layer_met1.png
Cells faint in the background.
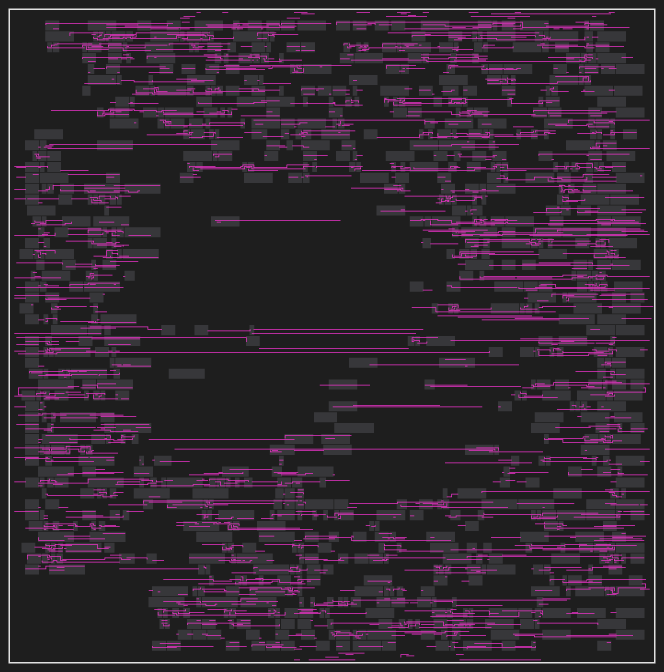
layer_met2.png
Bar = 50 um.
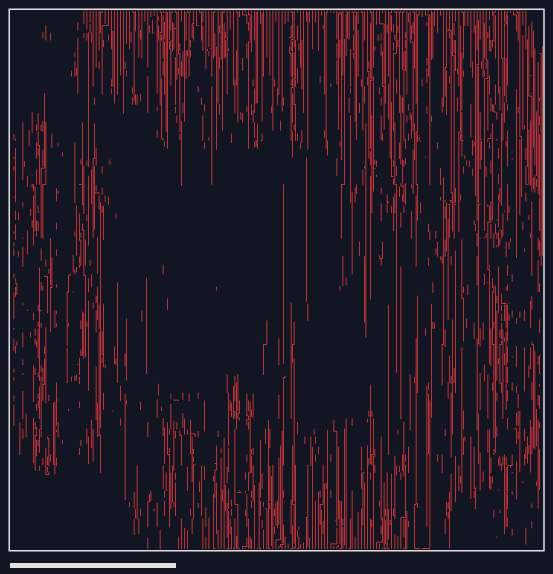
layer_met3.png
Bar = 50 um.
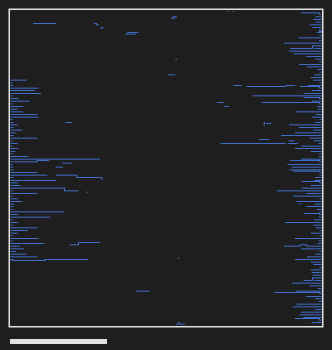
layer_met4.png
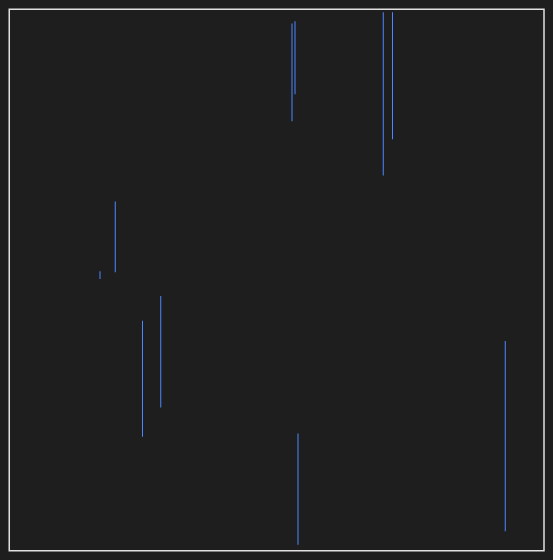
[src/rtl/dm_arbiter.sv]
// dm_arbiter: shares the single-port data memory between the CPU and an auxiliary master
module dm_arbiter #(
  parameter int PRIO_MODE  = 0,
  parameter int STARVE_MAX = 8
) (
  input  logic        clk,
  input  logic        rst,
  input  logic [1:0]  req_valid,
  output logic [1:0]  req_ready,
  input  logic [1:0]  req_we,
  input  logic [1:0]  req_lock,
  input  logic [63:0] req_addr,
  input  logic [63:0] req_wdata,
  input  logic [5:0]  req_mode,
  input  logic [63:0] req_pc,
  output logic [1:0]  rsp_valid,
  output logic [31:0] rsp_rdata,
  output logic        rsp_fault,
  output logic [31:0] dm_read_addr,
  output logic [31:0] dm_write_addr,
  output logic [31:0] dm_write_data,
  output logic        dm_write_enable,
  output logic [2:0]  dm_mode,
  output logic [31:0] dm_curr_pc,
  input  logic [31:0] dm_read_result,
  input  logic        dm_invalid
);
  typedef enum logic [1:0] {ARB, LOCK0, LOCK1} state_t;
  localparam logic [7:0] SMAX = 8'(STARVE_MAX);
  state_t      state;
  logic        rr_ptr;
  logic [7:0]  starve_cnt;
  logic        both, pick1, g0, g1, gs, any;
  logic [31:0] sel_addr;
  // grant selection: a lock pins the grant to its owner, otherwise round-robin or priority with starvation guard
  always_comb begin
    both      = &req_valid;
    pick1     = (PRIO_MODE == 0) ? rr_ptr : (starve_cnt == SMAX);
    g1        = (state == LOCK1) ? req_valid[1] : (state == LOCK0) ? 1'b0 : both ? pick1 : req_valid[1];
    g0        = (state == LOCK0) ? req_valid[0] : (state == LOCK1) ? 1'b0 : req_valid[0] & ~g1;
    req_ready = rst ? {g1, g0} : 2'b00;
    gs        = req_ready[1];
    any       = |req_ready;
    sel_addr  = gs ? req_addr[63:32] : req_addr[31:0];
    dm_read_addr    = any ? sel_addr : 32'd0;
    dm_write_addr   = any ? sel_addr : 32'd0;
    dm_write_data   = any ? (gs ? req_wdata[63:32] : req_wdata[31:0]) : 32'd0;
    dm_write_enable = any & req_we[gs];
    dm_mode         = any ? (gs ? req_mode[5:3] : req_mode[2:0]) : 3'd0;
    dm_curr_pc      = any ? (gs ? req_pc[63:32] : req_pc[31:0]) : 32'd0;
  end
  // lock state, fairness state and the one-cycle registered response
  always_ff @(posedge clk or negedge rst) begin
    if (!rst) begin
      state      <= ARB;
      rr_ptr     <= 1'b0;
      starve_cnt <= 8'd0;
      rsp_valid  <= 2'b00;
      rsp_rdata  <= 32'd0;
      rsp_fault  <= 1'b0;
    end else begin
      rsp_valid <= req_ready;
      if (any) begin
        rsp_rdata <= dm_read_result;
        rsp_fault <= dm_invalid;
      end
      if (state == ARB && both && any) rr_ptr <= ~gs;
      state <= any ? (req_lock[gs] ? (gs ? LOCK1 : LOCK0) : ARB) : state;
      starve_cnt <= (PRIO_MODE == 0 || !req_valid[1] || req_ready[1]) ? 8'd0 :
                    (starve_cnt == SMAX) ? starve_cnt : starve_cnt + 8'd1;
    end
  end
endmodule

[config.mk]
export PLATFORM = sky130hd
export DESIGN_NAME = dm_arbiter
export DESIGN_NICKNAME = d
export VERILOG_FILES = /design/src/rtl/dm_arbiter.sv
export SDC_FILE = /design/constraint.sdc
export NUM_CORES = 1
export LEC_CHECK = 0
export ABC_AREA = 1
export ABC_CLOCK_PERIOD_IN_PS = 2800
export CAP_MARGIN = 10
export CORE_AREA = 2 2 159 161
export DETAILED_ROUTE_END_ITERATION = 10
export DIE_AREA = 0 0 161 163
export PLACE_DENSITY = 0.44
export SLEW_MARGIN = 20
export SYNTH_ARGS = -nofsm -noshare
export SYNTH_HDL_FRONTEND = slang
export SYNTH_SLANG_ARGS = --single-unit
[constraint.sdc]
create_clock -name clk -period 2.8 [get_ports clk]
set_input_delay 0.56 -clock clk [delete_from_list [all_inputs] [get_ports clk]]
set_output_delay 0.56 -clock clk [all_outputs]
set_load 0.05 [all_outputs]
==> flow_summary.yaml <==
# yosys + openroad results
run_status:
  status: "finished clean"
cts:
  cts_max_level: 2
  cts_buffers: 5
  cts_hold_buf: 0
  cts.reportedPaths.clkPinSlew_ns: 0.06
  clk_latency_ns: 0.28
  tritoncts: "done"
  clkSinkCount: 38
  cts_root_buf: "clkbuf_16"
finish:
  area_delta_synth_final_pct: 190.8
  final_util: 0.3832
  final_common_cell: "clkdlybuf4s50_1"
  final_area_mm2: 0.009454
  lay_top_cells: "clkdlybuf4s50_1 (270), nand2_1 (241), buf_12 (145)"
  drive_gt1_frac: 0.2454
  fin_nets: 1163
logic_synthesis:
  synth_cell_types: 18
  synth_flops: 38
  synth_seq_share: 0.2925
  synthTopCellsByArea: "nand2_1 (31%), dfrtp_1 (29%), nand3_1 (20%), buf_4 (11%), buf_2 (2.3%)"
  mux_share: 0
  aoi_share: 0.008083
  synthTopLogicFamily: "simple AND/OR/NAND/NOR gates"
  syn_inst: 541
  yosys_area_mm2: 0.003251
  top_area_frac: 0.3118
  ys_sh_adder: 0
  syn_area_mm2: 0.003251
  simple_gate_share: 0.5389
  yosysCellCount: 541
  yosys_warnings: 0
  synth_nets: 780
  largest_area_cell: "nand2_1"
pwr:
  finalPower_uw: 5192
  leakage_uw: 0.004276
  ir_drop_mv: 0.3833
  cellPowerDensity_mw_per_mm2: 549.2
placed_design:
  placed_area_mm2: 0.008979
  dpl.hpwl_um: 17380
  port_buffers: 407
  globalplace.congestion: 0.8142
floorplanning:
  fp.dieH_um: 163
  die_x_um: 161
  fp_util: 0.1317
  boundaryPins: 408
  rows: 58
grt:
  grt_pass1_vias: 4852
  grt_overflow: 0
  grt_start_max_net_pins: 41
  grt_pass1_wl_um: 30170
routing:
  wl_per_cell_um: 17.51
  met1_length_um: 8851
  met2_wirelength_um: 11180
  routed_via_density: 3.924
  drtAntennaViolNets: 0
  top_layer_used: "met4"
  first_pass_iters: 4
  met3WireLength_um: 1645
  drt_iter0_markers: 251
  route.detailed.drc: 0
final_timing:
  fmax_ghz: 0.4011
  setup_violations: 0
  tightest_slew_ns: 0.5442
  skew_ns: 0.003319
  slew_viol_final: 0
  rsz0062_at_grt: "false"
  whs_ns: 0.1039
  hold_viol: 0
  finalCritPeriodShare: 0.8905
  max_slew_margin: 0.6361
  layout_min_cycle_time_ns: 2.493
  tns_ns: 0
setup_path:
  cp_cell_sequence: "inv_2 -> nand2_2 -> nand2_2 -> nand3_4 -> clkinv_8 -> clkbuf_16 -> nand2_1 -> nand2_1 -> buf_12"
  timing.critical_path.buf_inv: 4
  slowest_stage: "dfrtp_1"
  critPathMaxStageDelay_ns: 0.42
  crit_type: "flop to output pin"
  worstPathRequired_ns: 2.24
  cp.depth: 9
  rr_endpoint: "rsp_rdata[12]"
  crit_arrival_ns: 1.93
  endpoint_kind: "output pin"
  crit_fanout: 20
  crit_family: "buffers and inverters"
  reg2regPathDepth: 11
  timing.rr.start: "state[0]"
  start_kind: "flop"
flow_run:
  drv_cap: 0
  openroad.warnings: 26
min_path:
  hold_path.class: "input port to asynchronous set/reset pin"
## Picture notes: layer_met1.png
979 nets have wire on it. The wires run mostly horizontal. The layer holds 40% of the routed length.
via count: 4929
GR Util met1: 0.1777

## Picture notes: layer_met2.png
The layer carries 11200 um of wire. The layer holds 51% of the routed length. The wires run mostly vertical.
routed wire length: 21990 um
global-route track usage on met2: 0.2638

## Picture notes: layer_met3.png
The layer holds 7.5% of the routed length. The layer carries 1650 um of wire. The wires run mostly horizontal. The longest straight run is 45.8 um.
GR Util met3: 0.04482

## Picture notes: layer_met4.png
8 nets have wire on it. The layer carries 320 um of wire. The layer holds 1.5% of the routed length. The longest straight run is 57.1 um. The wires run mostly vertical.

==> per-layer routing <==
layer	track usage	up-vias
li1	-	2463
met2	0.2638	237
met5	0	-
met1	0.1777	2209
met3	0.04482	20
met4	0.03125	0
==> cell usage after synthesis (all sizes together) <==
library cell / count
nor2: 6
a21oi: 2
clkbuf: 9
a21boi: 1
nand4: 2
buf: 66
nand3: 135
inv: 9
nand2: 272
dfrtp: 38
o21ai: 1
==> where the power goes <==
| part | switching, uW | total [uW] | internal [uW] | leakage, uW |
|---|---|---|---|---|
| logic | 2150 | 3830 | 1680 | 0.00373 |
| clock network | 224 | 576 | 352 | 0.0000729 |
| registers | 90.1 | 790 | 700 | 0.000470 |
| total | 2460 | 5190 | 2730 | 0.00428 |
==> worst max-delay path by stage <==
stage	slack, ns	end	startpoint
floorplan	0.35	dm_write_addr[0]	req_valid[1]
global route	0.21	dm_read_addr[20]	state[0]
detailed placement	-0.06	dm_read_addr[29]	req_valid[1]
global placement	-0.04	dm_read_addr[29]	req_valid[1]
finish	0.31	dm_read_addr[20]	state[0]
CTS	0.0003	dm_write_addr[15]	req_valid[1]
==> timing repair <==
item,CTS,global route
pin swaps,0,2
resized,3,41
buffers inserted,0,2
cloned,0,6
setup endpoints to repair,34,114
==> kinds of logic after synthesis <==
logic type | after synthesis
AND-OR/OR-AND | 4
buffers and inverters | 84
flip-flops | 38
AND/OR/NAND/NOR | 415
==> final cells by class <==
cell class / instances / area (um^2)
Multi-Input combinational cell: 419 / 1873
Antenna cell: 1 / 2.502
Clock buffer: 6 / 138.9
Clock inverter: 2 / 12.51
Tap cell: 330 / 412.9
Sequential cell: 38 / 950.9
Timing Repair Buffer: 451 / 6016
Inverter: 9 / 47.55
Fill cell: 2539 / 15220
==> sequential cells by signal, indices dropped and copies added (netlist names) <==
name	count
state	2
pick1	1
rsp_valid	2
rsp_fault	1
rsp_rdata	32
==> metrics by stage <==
stage               setup slack [ns]  cells
floorplan                     0.3504    541
global placement            -0.03784   1239
detailed placement          -0.05817   1239
CTS                        0.0003102   1247
global route                  0.2135   1255
finish                        0.3067   1256
Power and IR drop assume default switching activity.
